<file path="src/rtl/load_rr_arbiter_pkg.sv">
// Shared definitions for the load_rr_arbiter block: FSM state encoding,
// winner-index width and cooldown counter width.
package load_rr_arbiter_pkg;

  // Width of gnt_id / round-robin pointer (covers up to 8 requesters).
  localparam int GNT_W = 3;

  // Width of the cooldown counter (covers HOLD up to 15).
  localparam int CNT_W = 4;

  typedef enum logic [1:0] {
    ST_IDLE  = 2'd0,
    ST_GRANT = 2'd1,
    ST_COOL  = 2'd2
  } state_t;

endpackage

</file>
<file path="src/rtl/load_rr_arbiter_rr_pick.sv">
// Combinational round-robin priority picker: returns the first set request
// bit found scanning ptr, ptr+1, ..., N-1, 0, ... with wrap-around.
module load_rr_arbiter_rr_pick
  import load_rr_arbiter_pkg::*;
#(
  parameter int N = 4
) (
  input  logic [N-1:0]     req,
  input  logic [GNT_W-1:0] ptr,
  output logic [GNT_W-1:0] idx,
  output logic             valid
);

  logic [N-1:0] rot;

  // Rotate requests so bit 0 is the current top-priority requester, then
  // take the lowest set bit (loop runs high-to-low so the lowest wins).
  always_comb begin
    int pos;
    // NOTE: every combinational output gets a default first so no path
    // leaves it unassigned, which would otherwise infer a latch.
    idx   = '0;
    valid = 1'b0;
    pos   = 0;
    rot   = N'({req, req} >> ptr);
    for (int k = N - 1; k >= 0; k--) begin
      if (rot[k]) begin
        pos = int'(ptr) + k;
        if (pos >= N) pos = pos - N;
        idx   = GNT_W'(pos);
        valid = 1'b1;
      end
    end
  end

endmodule

</file>
<file path="src/rtl/load_rr_arbiter.sv">
// Round-robin arbiter sharing one external parallel-load register between
// N requesters: one load (L/D) per grant, a one-cycle ack to the winner, then
// HOLD cooldown cycles before the next arbitration.
// Optional build macro: LOAD_RR_ARB_STATS_EN adds the saturating load_cnt
// output counting completed grants.
module load_rr_arbiter
  import load_rr_arbiter_pkg::*;
#(
  parameter int N    = 4,
  parameter int W    = 4,
  parameter int HOLD = 1
) (
  input  logic             C,
  input  logic             aRn,
  input  logic [N-1:0]     req,
  input  logic [N*W-1:0]   din,
  output logic             L,
  output logic [W-1:0]     D,
  output logic [N-1:0]     ack,
  output logic [GNT_W-1:0] gnt_id,
  output logic             busy
`ifdef LOAD_RR_ARB_STATS_EN
  ,
  output logic [7:0]       load_cnt
`endif
);

  localparam logic [GNT_W-1:0] LAST_ID = GNT_W'(N - 1);
  localparam logic [CNT_W-1:0] HOLD_C  = CNT_W'(HOLD);
  localparam logic [CNT_W-1:0] CNT_ONE = CNT_W'(1);
  localparam logic [N-1:0]     ONE_N   = N'(1);

  state_t           state_q, state_d;
  logic [GNT_W-1:0] ptr_q, ptr_d;
  logic [CNT_W-1:0] cnt_q, cnt_d;
  logic             l_d;
  logic [W-1:0]     d_d;
  logic [N-1:0]     ack_d;
  logic [GNT_W-1:0] gnt_d;
  logic [GNT_W-1:0] pick_idx;
  logic             pick_valid;

  load_rr_arbiter_rr_pick #(.N(N)) u_pick (
    .req   (req),
    .ptr   (ptr_q),
    .idx   (pick_idx),
    .valid (pick_valid)
  );

  // Next-state and next-output logic; L/ack/D/gnt_id are computed here and
  // registered so they reach the shared register glitch-free.
  always_comb begin
    state_d = state_q;
    ptr_d   = ptr_q;
    cnt_d   = cnt_q;
    l_d     = 1'b0;
    ack_d   = '0;
    d_d     = D;
    gnt_d   = gnt_id;
    case (state_q)
      ST_IDLE: begin
        if (pick_valid) begin
          state_d = ST_GRANT;
          l_d     = 1'b1;
          ack_d   = ONE_N << pick_idx;
          d_d     = W'(din >> (int'(pick_idx) * W));
          gnt_d   = pick_idx;
        end
      end
      ST_GRANT: begin
        // Winner's successor becomes top priority for the next arbitration.
        ptr_d = (gnt_id == LAST_ID) ? '0 : gnt_id + GNT_W'(1);
        if (HOLD > 0) begin
          state_d = ST_COOL;
          cnt_d   = HOLD_C;
        end else begin
          state_d = ST_IDLE;
        end
      end
      ST_COOL: begin
        // Leaving when the count reaches 1 gives exactly HOLD cooldown cycles.
        if (cnt_q <= CNT_ONE) state_d = ST_IDLE;
        else                  cnt_d   = cnt_q - CNT_ONE;
      end
      default: state_d = ST_IDLE;
    endcase
  end

  // State and registered outputs; reset aborts any transfer in flight.
  always_ff @(posedge C or negedge aRn) begin
    if (!aRn) begin
      state_q <= ST_IDLE;
      ptr_q   <= '0;
      cnt_q   <= '0;
      L       <= 1'b0;
      D       <= '0;
      ack     <= '0;
      gnt_id  <= '0;
    end else begin
      // NOTE: non-blocking assignments so every flop samples pre-edge values,
      // independent of statement order.
      state_q <= state_d;
      ptr_q   <= ptr_d;
      cnt_q   <= cnt_d;
      L       <= l_d;
      D       <= d_d;
      ack     <= ack_d;
      gnt_id  <= gnt_d;
    end
  end

  assign busy = (state_q != ST_IDLE);

`ifdef LOAD_RR_ARB_STATS_EN
  // Count completed GRANT cycles, saturating at 255.
  always_ff @(posedge C or negedge aRn) begin
    if (!aRn) begin
      load_cnt <= 8'd0;
    end else if (state_q == ST_GRANT && load_cnt != 8'hFF) begin
      load_cnt <= load_cnt + 8'd1;
    end
  end
`endif

endmodule

</file>
<file path="config.mk">
export PLATFORM = sky130hd
export DESIGN_NAME = load_rr_arbiter
export DESIGN_NICKNAME = d
export VERILOG_FILES = /design/src/rtl/load_rr_arbiter_pkg.sv /design/src/rtl/load_rr_arbiter_rr_pick.sv /design/src/rtl/load_rr_arbiter.sv
export SDC_FILE = /design/constraint.sdc
export NUM_CORES = 1
export LEC_CHECK = 0
export CAP_MARGIN = 10
export CORE_AREA = 5 5 60 62
export CTS_CLUSTER_DIAMETER = 120
export CTS_CLUSTER_SIZE = 24
export DETAILED_ROUTE_END_ITERATION = 6
export DIE_AREA = 0 0 65 67
export PLACE_DENSITY = 0.9
export SLEW_MARGIN = 20
export SYNTH_ARGS = -nofsm -noshare
export SYNTH_HDL_FRONTEND = slang
export SYNTH_SLANG_ARGS = --single-unit
</file>
<file path="constraint.sdc">
create_clock -name C -period 6.7 [get_ports C]
set_clock_uncertainty 0.15 [all_clocks]
set_input_delay 1.34 -clock C [delete_from_list [all_inputs] [get_ports C]]
set_output_delay 1.34 -clock C [all_outputs]
set_load 0.05 [all_outputs]
</file>
Fig. 1: logic cells by family
Drawn at 6 px/um.
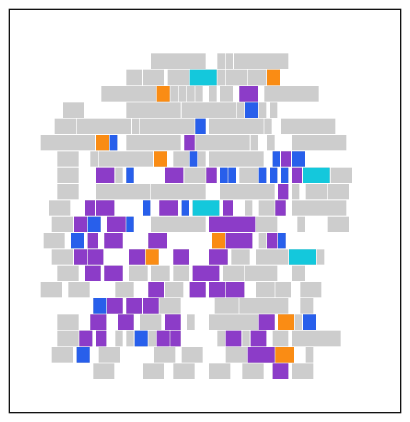
- inverting AOI/OAI gates: purple (cells 48; most used o211ai_1)
- adder and majority cells: cyan (cells 4; most used ha_1)
- AND and OR gates: orange (cells 8; most used and2_1)
- NAND gates: blue (cells 22; most used nand2_1)
Commonest Layout Cell: clkdlybuf4s50_1
Non-Filler Instances: 228
Comb area share: 47.0%

Fig. 2: routed clock nets over the placement
Drawn at 8 px/um.
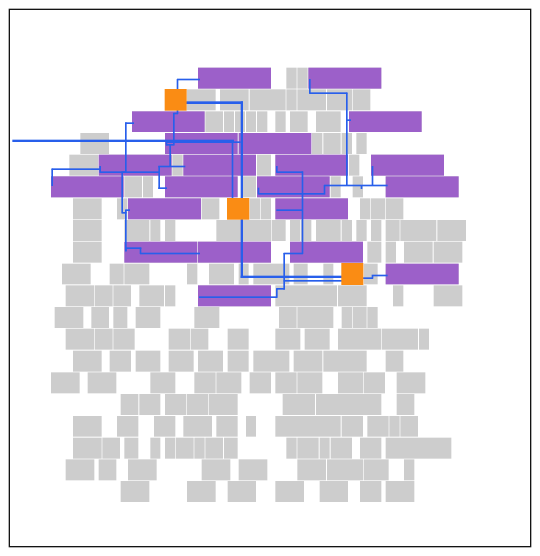
- clock wires: blue (length 244 um)
- clock drivers: orange (count 3)
- flip-flops: purple (count 21)
- routed clock nets: 4
clock network power: 61.1 uW
Latency at later pin: 0.31 ns

Fig. 3: metal layers overlaid
Drawn at 4 px/um. Two of the layers only.
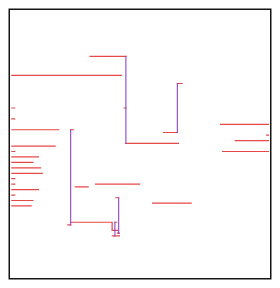
- metal 4: purple (wire length 70.0 um)
- metal 3: red (wire length 198 um)
Via Count: 1407
All-Layer GR Usage: 19.9%
WL final: 3870 um
WL/cell: 17.0 um

==> changes_impl.md <==
### Implementation results

- Status: finished, final reports clean
- Share of cells above drive strength 1: 9.74%
- Final Max Slew Viols: 0
- Buf/Inv on CP: 1
- # DRC: 0
- RSZ-0062 raised after global routing: false
- Root buf cell: clkbuf_4
- Type of the worst setup path: input port to flop
- Area reported by Yosys stat: 0.00153 mm^2
- Inverters excl. clock: 17
- First-pass GRT wire length: 6630 um
- Commonest flop: dfrtp_1
- Worst R2R Path Depth: 6
- Critical Path, Cell by Cell: clkdlybuf4s50_1 -> mux4_2 -> a221o_1 -> o31ai_4 -> nor3_2 -> o2111ai_1 -> o311ai_1
- Pwr dens: 470 mW/mm^2
- Final setup violation count: 0
- CTS clk-pin slew, worst paths: 0.10 ns
- NumNets Final: 222
- Post-synth regs: 21
- Hold buffer count at CTS: 0
- Flop Count: 21
- Hold Startpoint: D[2]
- Maximum resistive drop on vdd: 0.295 mV
- RR Startpoint: ptr_q[0]
- F_max: 0.259 GHz
- Top non-seq family: AND-OR/OR-AND gates
- CTS tree: done
- Seq share, synth: 34.4%
- EDFF count, synth: 0
- Setup slack, reg-to-reg: 3.48 ns
- Hold Path Sink: D[2]
- Reg2reg end: D[2]
- Max FO, Critical Path: 16
- Post-CTS Setup Bufs: 0
- Distinct cell type count after synthesis: 48
- Largest stage delay, worst path: 0.68 ns
- Crit path depth: 7
- Crit end category: flop
- Starting DRC count in detailed routing: 57
- Part of the cycle the worst path needs: 57.6%
- Mux area share: 7.78%
- GPL Wtd Cong: 0.989
- Worst Hold Class: flop to flop
- Syn Area/Cell: 9.26 um^2
- Routed Antenna Nets: 0
- Worst Path Required: 6.73 ns
- Clock buffer cells: 4
- # rows: 20
- Top cell type by total area after synthesis: dfrtp_1
- Buffer share of cell area: 18.1%
- Area-dominant class: combinational gates
- Iteration tally of the first detailed-router pass: 5
==> worst max path at each step <==
stage | start | to | slack [ns]
after floorplan | req[1] | gnt_id[0] | 3.59
after global placement | req[1] | D[1] | 2.67
after detailed placement | req[1] | D[0] | 2.54
after CTS | req[1] | D[0] | 2.86
after global routing | req[1] | D[1] | 2.71
final | req[1] | D[2] | 2.84
==> cells in the mapped netlist, types with 2 or more instances <==
library cell   n
nor3b_1        2
nor2b_1        2
nor2_1        13
o21ai_0        4
nand2b_1       7
a21oi_1        6
mux2_4         2
and3_1         2
a211o_1        5
xnor2_1        2
o211ai_1       7
o21bai_1       4
dfrtp_1       21
ha_1           4
buf_6          2
o21ai_1        2
o2111ai_1      4
and2_1         3
o311ai_1       5
nand2_1       13
o22ai_1        4
buf_2          4
inv_2          3
inv_1         14
a211oi_1       5
mux4_2         3
==> report_power, final <==
group,switching (mW),internal [mW]
clock network,0.0378,0.0233
registers,0.0521,0.169
logic,0.378,0.224
==> kinds of logic after synthesis <==
group / after synthesis
AND/OR/NAND/NOR: 50
XOR/XNOR: 2
adder cells (fa/ha/maj): 4
buffers and inverters: 25
multiplexers: 7
flip-flops: 21
AND-OR/OR-AND: 56
==> routing by layer <==
layer	GRT usage [%]	wire length, um
met5	0	0
met4	5.80	70
met3	5.56	197
met2	36.0	1960
met1	22.7	1640
==> metrics by stage <==
stage | setup slack, ns | utilization, % | instance area, um^2 | hold slack (ns)
2_1_floorplan | 3.59 | - | 1530 | 0.342
3_3_place_gp | 2.67 | 62.3 | 1860 | 0.351
3_5_place_dp | 2.54 | 62.3 | 1860 | 0.338
4_1_cts | 2.86 | 63.2 | 1880 | 0.368
5_1_grt | 2.71 | 63.2 | 1880 | 0.401
6_report | 2.84 | 63.2 | 1880 | 0.360
No activity file was given, so power comes from the tool's default toggle rates.
